**Run 1: placed standard cells**

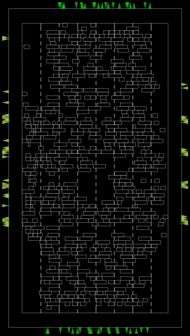
**Run 1: placed cells, one color a class**

Fill, decap, tap and diode cells in gray.
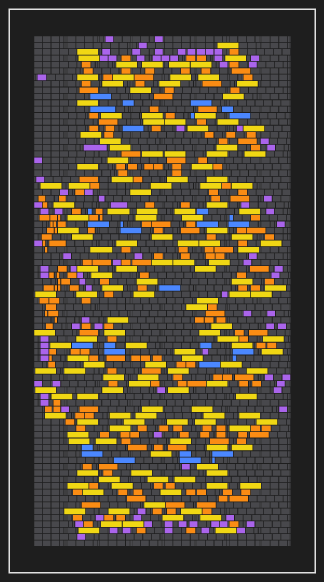
**Run 1: close-up of the layout**

The bar under the picture is 20 µm long. Window x 7 to 57, y 35 to 85 µm. Cells in gray, sequential cells in the stronger gray; small squares are vias.
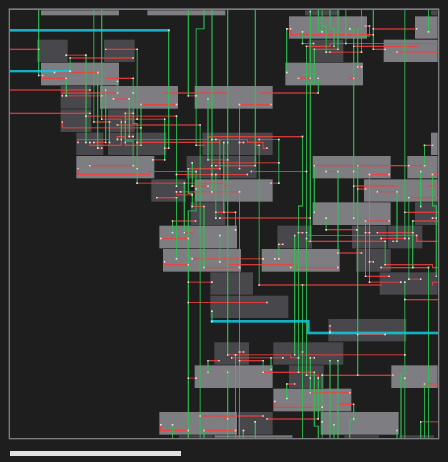
==> config.mk <==
export PLATFORM = sky130hd
export DESIGN_NAME = fp_result_collector
export DESIGN_NICKNAME = d
export VERILOG_FILES = /design/src/rtl/fp_pkg.sv /design/src/rtl/sync_fifo.sv /design/src/rtl/fp_result_collector.sv
export SDC_FILE = /design/constraint.sdc
export NUM_CORES = 1
export LEC_CHECK = 0
export ABC_AREA = 0
export ABC_CLOCK_PERIOD_IN_PS = 4700
export CAP_MARGIN = 20
export CORE_ASPECT_RATIO = 2
export CORE_MARGIN = 10
export CORE_UTILIZATION = 29
export CTS_CLUSTER_SIZE = 24
export DETAILED_ROUTE_END_ITERATION = 10
export PLACE_DENSITY = 0.44
export SYNTH_ARGS = -nofsm -noshare
export SYNTH_HDL_FRONTEND = slang
export SYNTH_SLANG_ARGS = --single-unit
==> constraint.sdc <==
create_clock -name clk -period 4.7 [get_ports clk]
set_input_delay 1.41 -clock clk [delete_from_list [all_inputs] [get_ports clk]]
set_output_delay 1.41 -clock clk [all_outputs]
set_load 0.01 [all_outputs]
==> job_summary.md, run 1 <==
### Yosys + OpenROAD results

| Metric | Value |
|---|---|
| Flops after synth | 160 |
| Setup TNS | 0 ns |
| Fin crit share | 82.2% |
| Boundary Pins | 89 |
| Register-to-Register Path Depth | 9 |
| Sequential cell area | 0.00401 mm² |
| Required @ worst endpoint | 3.29 ns |
| Floorplan Nets | 455 |
| GPL Wtd Cong | 0.676 |
| Die Ht | 240 µm |
| First-pass GRT wire length | 26,400 µm |
| Total Routing Usage GR | 11.5% |
| Xor/xnor share | 0.752% |
| Hold crit path type | flip-flop to flip-flop |
| DR iter-0 viols | 188 |
| Comb. cell area | 0.00280 mm² |
| Seq share, synth | 57.3% |
| CTS max path bufs | 2 |
| Hold Crit Depth | 1 |
| Worst-Margin Slew | 0.777 ns |
| Setup CP Type | flip-flop to output pin |
| Crit-path leading delay family | buffers and inverters |
| Slowest cell on the critical path | dfrtp_2 |
| Initial antenna violation count | 0 |
| Adder Share, Synth | 1.18% |
| Run status | complete, no violations |
| Antenna cells | 0 |
| Horiz. Die Dim | 130 µm |
| Yosys warns | 0 |
| P_leak | 3.55 nW |
| Tool warning count | 30 |
| Largest register FFs | 148 |
| Num Clock Sinks | 160 |
| DRC viols | 0 |
| Nets | 551 |
| TritonCTS clock tree | done |
| Non-Filler Instances | 802 |
| Top cells by area | dfrtp_1 57%, mux2_2 24%, mux4_2 12% |
| Worst slew margin | 48.0% |
| Area growth syn-to-layout | 25.4% |
| Final setup violation count | 0 |
| CTS resizes | 0 |
| Final Max Slew Viols | 0 |
| Gr ovfl total | 0 |
| Clk root buf | clkbuf_16 |
| Vias per cell | 4.78 |
| IO buf count | 88 |
| Largest net degree at the start of global routing | 115 |
| Peak supply drop | 334 µV |
| Htree depth | 4 |
| Vias in the first global route | 4,554 |
| Num CTS Buffers | 17 |
| Worst-case clock skew | 0.00568 ns |
| Mapped cell area | 0.00699 mm² |
| Area share, top type | 57.3% |
| Placed insts | 770 |
| Number of max-cap violations | 0 |
| Yosys simple share | 1.04% |
| Post-synth top area cell | dfrtp_1 |
| # fillers | 2,306 |
| Drt total wl | 16,500 µm |
| RSZ-0062 raised after global routing | no |
| Worst stage delay on the critical path | 0.80 ns |
| Most used logic cell in the final layout | dfrtp_1 |
| Number of routed nets with antenna violations | 0 |
| Drt pass-1 iters | 3 |
| Mean Syn Cell Area | 17.2 µm² |
| Post-CTS Hold Fix Bufs | 0 |
| Mux share | 36.1% |
About 'placed standard cells':
site row count: 80
core area: 0.0238 mm²
post-layout util: 36.8%
num sequential: 160

About 'placed cells, one color a class':
[blue] clock drivers and dummy loads | cells: 31 | share of their area: 6.9%
[yellow] flops | cells: 160 | share of their area: 48%
[orange] all other logic | cells: 226 | share of their area: 34%
[purple] other buffers and delay cells | cells: 98 | share of their area: 12%
fraction of area in registers: 45.7%
Final Cell Area: 0.00877 mm²

About 'close-up of the layout':
[red] met1
[green] met2
[cyan] met3
cells with their middle in the window: 46
most frequent: dfrtp_1 (19), mux2_2 (13), clkdlybuf4s50_1 (5)
sequential cells in the window: 19

-- run 1: worst reg2reg max path, cell delays in order, from the launching register on --
cell	delay, ns
dfrtp_1	0.45
nor3b_2	0.67
nor2b_1	0.34
inv_1	0.13
ha_1	0.18
inv_1	0.06
fa_1	0.37
xor2_1	0.15
nor2_1	0.11
xor2_1	0.15
-- run 1: cell usage after synthesis (all sizes together) --
master,n
o31a,1
buf,18
ha,5
mux4,37
xor2,3
nor2,5
mux2i,1
fa,1
nor2b,1
clkbuf,3
mux2,149
xnor2,3
a22o,5
nand2,5
or3,1
dfrtp,160
inv,8
nor3b,1
-- run 1: where the power goes --
part           switching [mW]  total [mW]  internal [mW]
clock                   0.535        1.36          0.821
sequential              0.397        2.48           2.08
combinational            1.11        2.97           1.86
-- run 1: cell families (layout without fill, tap and decap cells) --
group	after synthesis	in the layout
xor+xnor	6	6
mux	187	187
compound gates	6	6
buf+inv	29	137
fa+ha+maj	6	6
simple gates	13	13
flops	160	160
-- run 1: per-layer routing --
metal  track usage, %  routed length [µm]
met4             4.21                 287
met3             4.32                 856
met2             19.7                8900
met5                0                   0
met1             12.5                6510
-- run 1: area by class of cell --
type	instances	area share (%)
Clock inverter	5	0.571
Tap cell	287	4.10
Multi-Input combinational cell	218	32.0
Sequential cell	160	45.7
Timing Repair Buffer	98	11.3
Clock buffer	26	6.04
Inverter	8	0.343
-- run 1: stage by stage --
step | util, % | setup slack, ns | area (µm²) | total power, mW
CTS | 36.7 | 0.739 | 8740 | 6.99
finish | 36.8 | 0.838 | 8770 | 6.80
floorplan | - | 1.80 | 6990 | 4.28
global placement | 34.2 | 1.14 | 8160 | 5.50
detailed placement | 34.2 | 1.14 | 8160 | 5.58
global route | 36.8 | 0.718 | 8770 | 7.28
--- run 2 (diff from run 1) ---
--- a/config.mk
+++ b/config.mk
@@ -6,7 +6,7 @@
 export NUM_CORES = 1
 export LEC_CHECK = 0
 export ABC_AREA = 0
-export ABC_CLOCK_PERIOD_IN_PS = 4700
+export ABC_CLOCK_PERIOD_IN_PS = 4000
 export CAP_MARGIN = 20
 export CORE_ASPECT_RATIO = 2
 export CORE_MARGIN = 10
==> constraint.sdc (replaced) <==
create_clock -name clk -period 4 [get_ports clk]
set_input_delay 1.2 -clock clk [delete_from_list [all_inputs] [get_ports clk]]
set_output_delay 1.2 -clock clk [all_outputs]
set_load 0.01 [all_outputs]
==> run 2 against run 1 <==
Critical endpoint is now out_result[1]. Sequential power up 19%. Final cell count up 0.37%. Clock skew about the same. Worst setup slack worse by 0.43 ns. Total power up 20%. Wire length up 3.5%. Synthesized cell count unchanged. Clock power up 24%. Non-clock buffer count up 2. Worst hold slack better by 0.0021 ns.
==> job_summary.md, run 2 <==
### Yosys + OpenROAD results

| Metric | Value |
|---|---|
| DR iter-0 viols | 144 |
| Clk root buf | clkbuf_16 |
| Required @ worst endpoint | 2.80 ns |
| First-pass GRT wire length | 27,200 µm |
| Number of max-cap violations | 0 |
| Comb. cell area | 0.00280 mm² |
| IO buf count | 88 |
| Asr flop ratio synth | 100% |
| Core area | 0.0238 mm² |
| Num CTS Buffers | 17 |
| CTS max path bufs | 2 |
| Peak supply drop | 334 µV |
| Total Routing Usage GR | 11.9% |
| Antenna cells | 0 |
| Number of enable flip-flop cells | 0 |
| RSZ-0062 raised after global routing | no |
| Run status | complete, no violations |
| CTS resizes | 0 |
| Most frequent cell after synthesis | dfrtp_1 |
| Most used DFF post-synth | dfrtp_1 |
| Hold Crit Depth | 1 |
| Area growth syn-to-layout | 27.0% |
| Fin crit share | 89.7% |
| Nets | 553 |
| Mean Syn Cell Area | 17.2 µm² |
| Worst-case clock skew | 0.00566 ns |
| GR Util met2 | 21.0% |
| Vias in the first global route | 4,627 |
| Drt pass-1 iters | 4 |
| Number of routed nets with antenna violations | 0 |
| Area share, top type | 57.3% |
| Largest net degree at the start of global routing | 72 |
| Commonest cells post-synth | 160 x dfrtp_1, 149 x mux2_2, 37 x mux4_2 |
| Htree depth | 4 |
| P_leak | 3.57 nW |
| Drt total wl | 17,100 µm |
| Final setup violation count | 0 |
| Final Max Slew Viols | 0 |
| Largest register FFs | 148 |
| GRT Max-Usage Layer | met2 |
| Flops after synth | 160 |
[run 2: cell counts after synthesis]
Identical to the previous run, type by type.
[run 2: power breakdown]
group	total, mW	internal (mW)	switching, mW
combinational	3.55	2.25	1.30
sequential	2.95	2.45	0.507
clock	1.69	1.04	0.644
[run 2: layout make-up]
type,instances,share of cell area [%]
Sequential cell,160,45.1
Clock buffer,23,5.50
Inverter,8,0.338
Tap cell,287,4.05
Clock inverter,9,1.47
Timing Repair Buffer,100,11.9
Multi-Input combinational cell,218,31.6
[run 2: kinds of logic after synthesis]
logic type | Yosys count | share of synthesized area, %
XOR/XNOR | 6 | 0.752
adder cells (fa/ha/maj) | 6 | 1.18
AND/OR/NAND/NOR | 13 | 1.04
AND-OR/OR-AND | 6 | 0.752
multiplexers | 187 | 36.1
buffers and inverters | 29 | 2.90
flip-flops | 160 | 57.3
[run 2: through the flow]
stage | setup slack (ns) | util [%] | cell area, µm² | hold WS (ns)
finish | 0.412 | 37.3 | 8870 | 0.503
global route | 0.249 | 37.3 | 8870 | 0.519
CTS | 0.303 | 37.3 | 8870 | 0.503
detailed placement | 0.797 | 34.7 | 8260 | 0.490
global placement | 0.809 | 34.7 | 8260 | 0.483
floorplan | 1.31 | - | 6990 | 0.475
[run 2: worst max-delay path, stage by stage (launching register included)]
cell and delay [ns]:
dfrtp_2 0.62, buf_12 0.25, mux4_2 0.54, clkdlybuf4s50_1 0.53
[run 2: routing by layer]
metal,wire (µm),share of wire (%),vias to the layer above
met5,0,0,-
met4,422,2.5,0
met3,743,4.3,20
met2,9450,55,76
met1,6520,38,2074
li1,-,-,1696
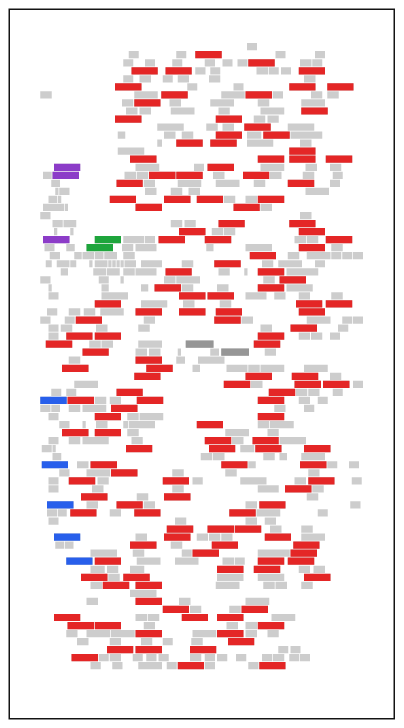
**Above:** run 2 (where the registers sit).
Other sequential cells in the stronger gray, the rest of the logic in the fainter gray.
[blue] flags_sticky | flops: 5
[red] u_fifo.mem | flops: 148
[purple] u_fifo.level | flops: 3
[green] u_fifo.wr_ptr | flops: 2
not colored: 2
Sequential Power: 2.95 mW
fraction of area in registers: 45.1%
sequential cell area: 0.00401 mm²

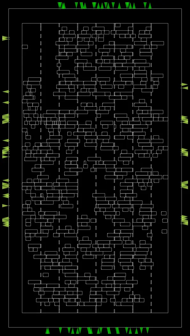
**Above:** run 2 (placed standard cells).
Non-Filler Instances: 805
TAP cells: 287
# fillers: 2,291
post-layout util: 37.3%

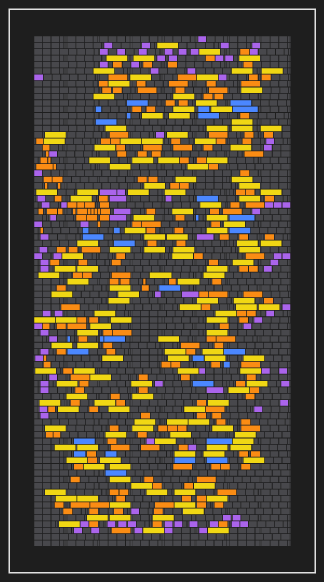
**Above:** run 2 (placed cells, one color a class).
Fill, decap, tap and diode cells in gray.
[yellow] flops | cells: 160 | share of their area: 47%
[blue] clock drivers and dummy loads | cells: 32 | share of their area: 7.3%
[orange] all other logic | cells: 226 | share of their area: 33%
[purple] other buffers and delay cells | cells: 100 | share of their area: 12%
Final Cell Area: 0.00887 mm²

Power and IR drop assume default switching activity.
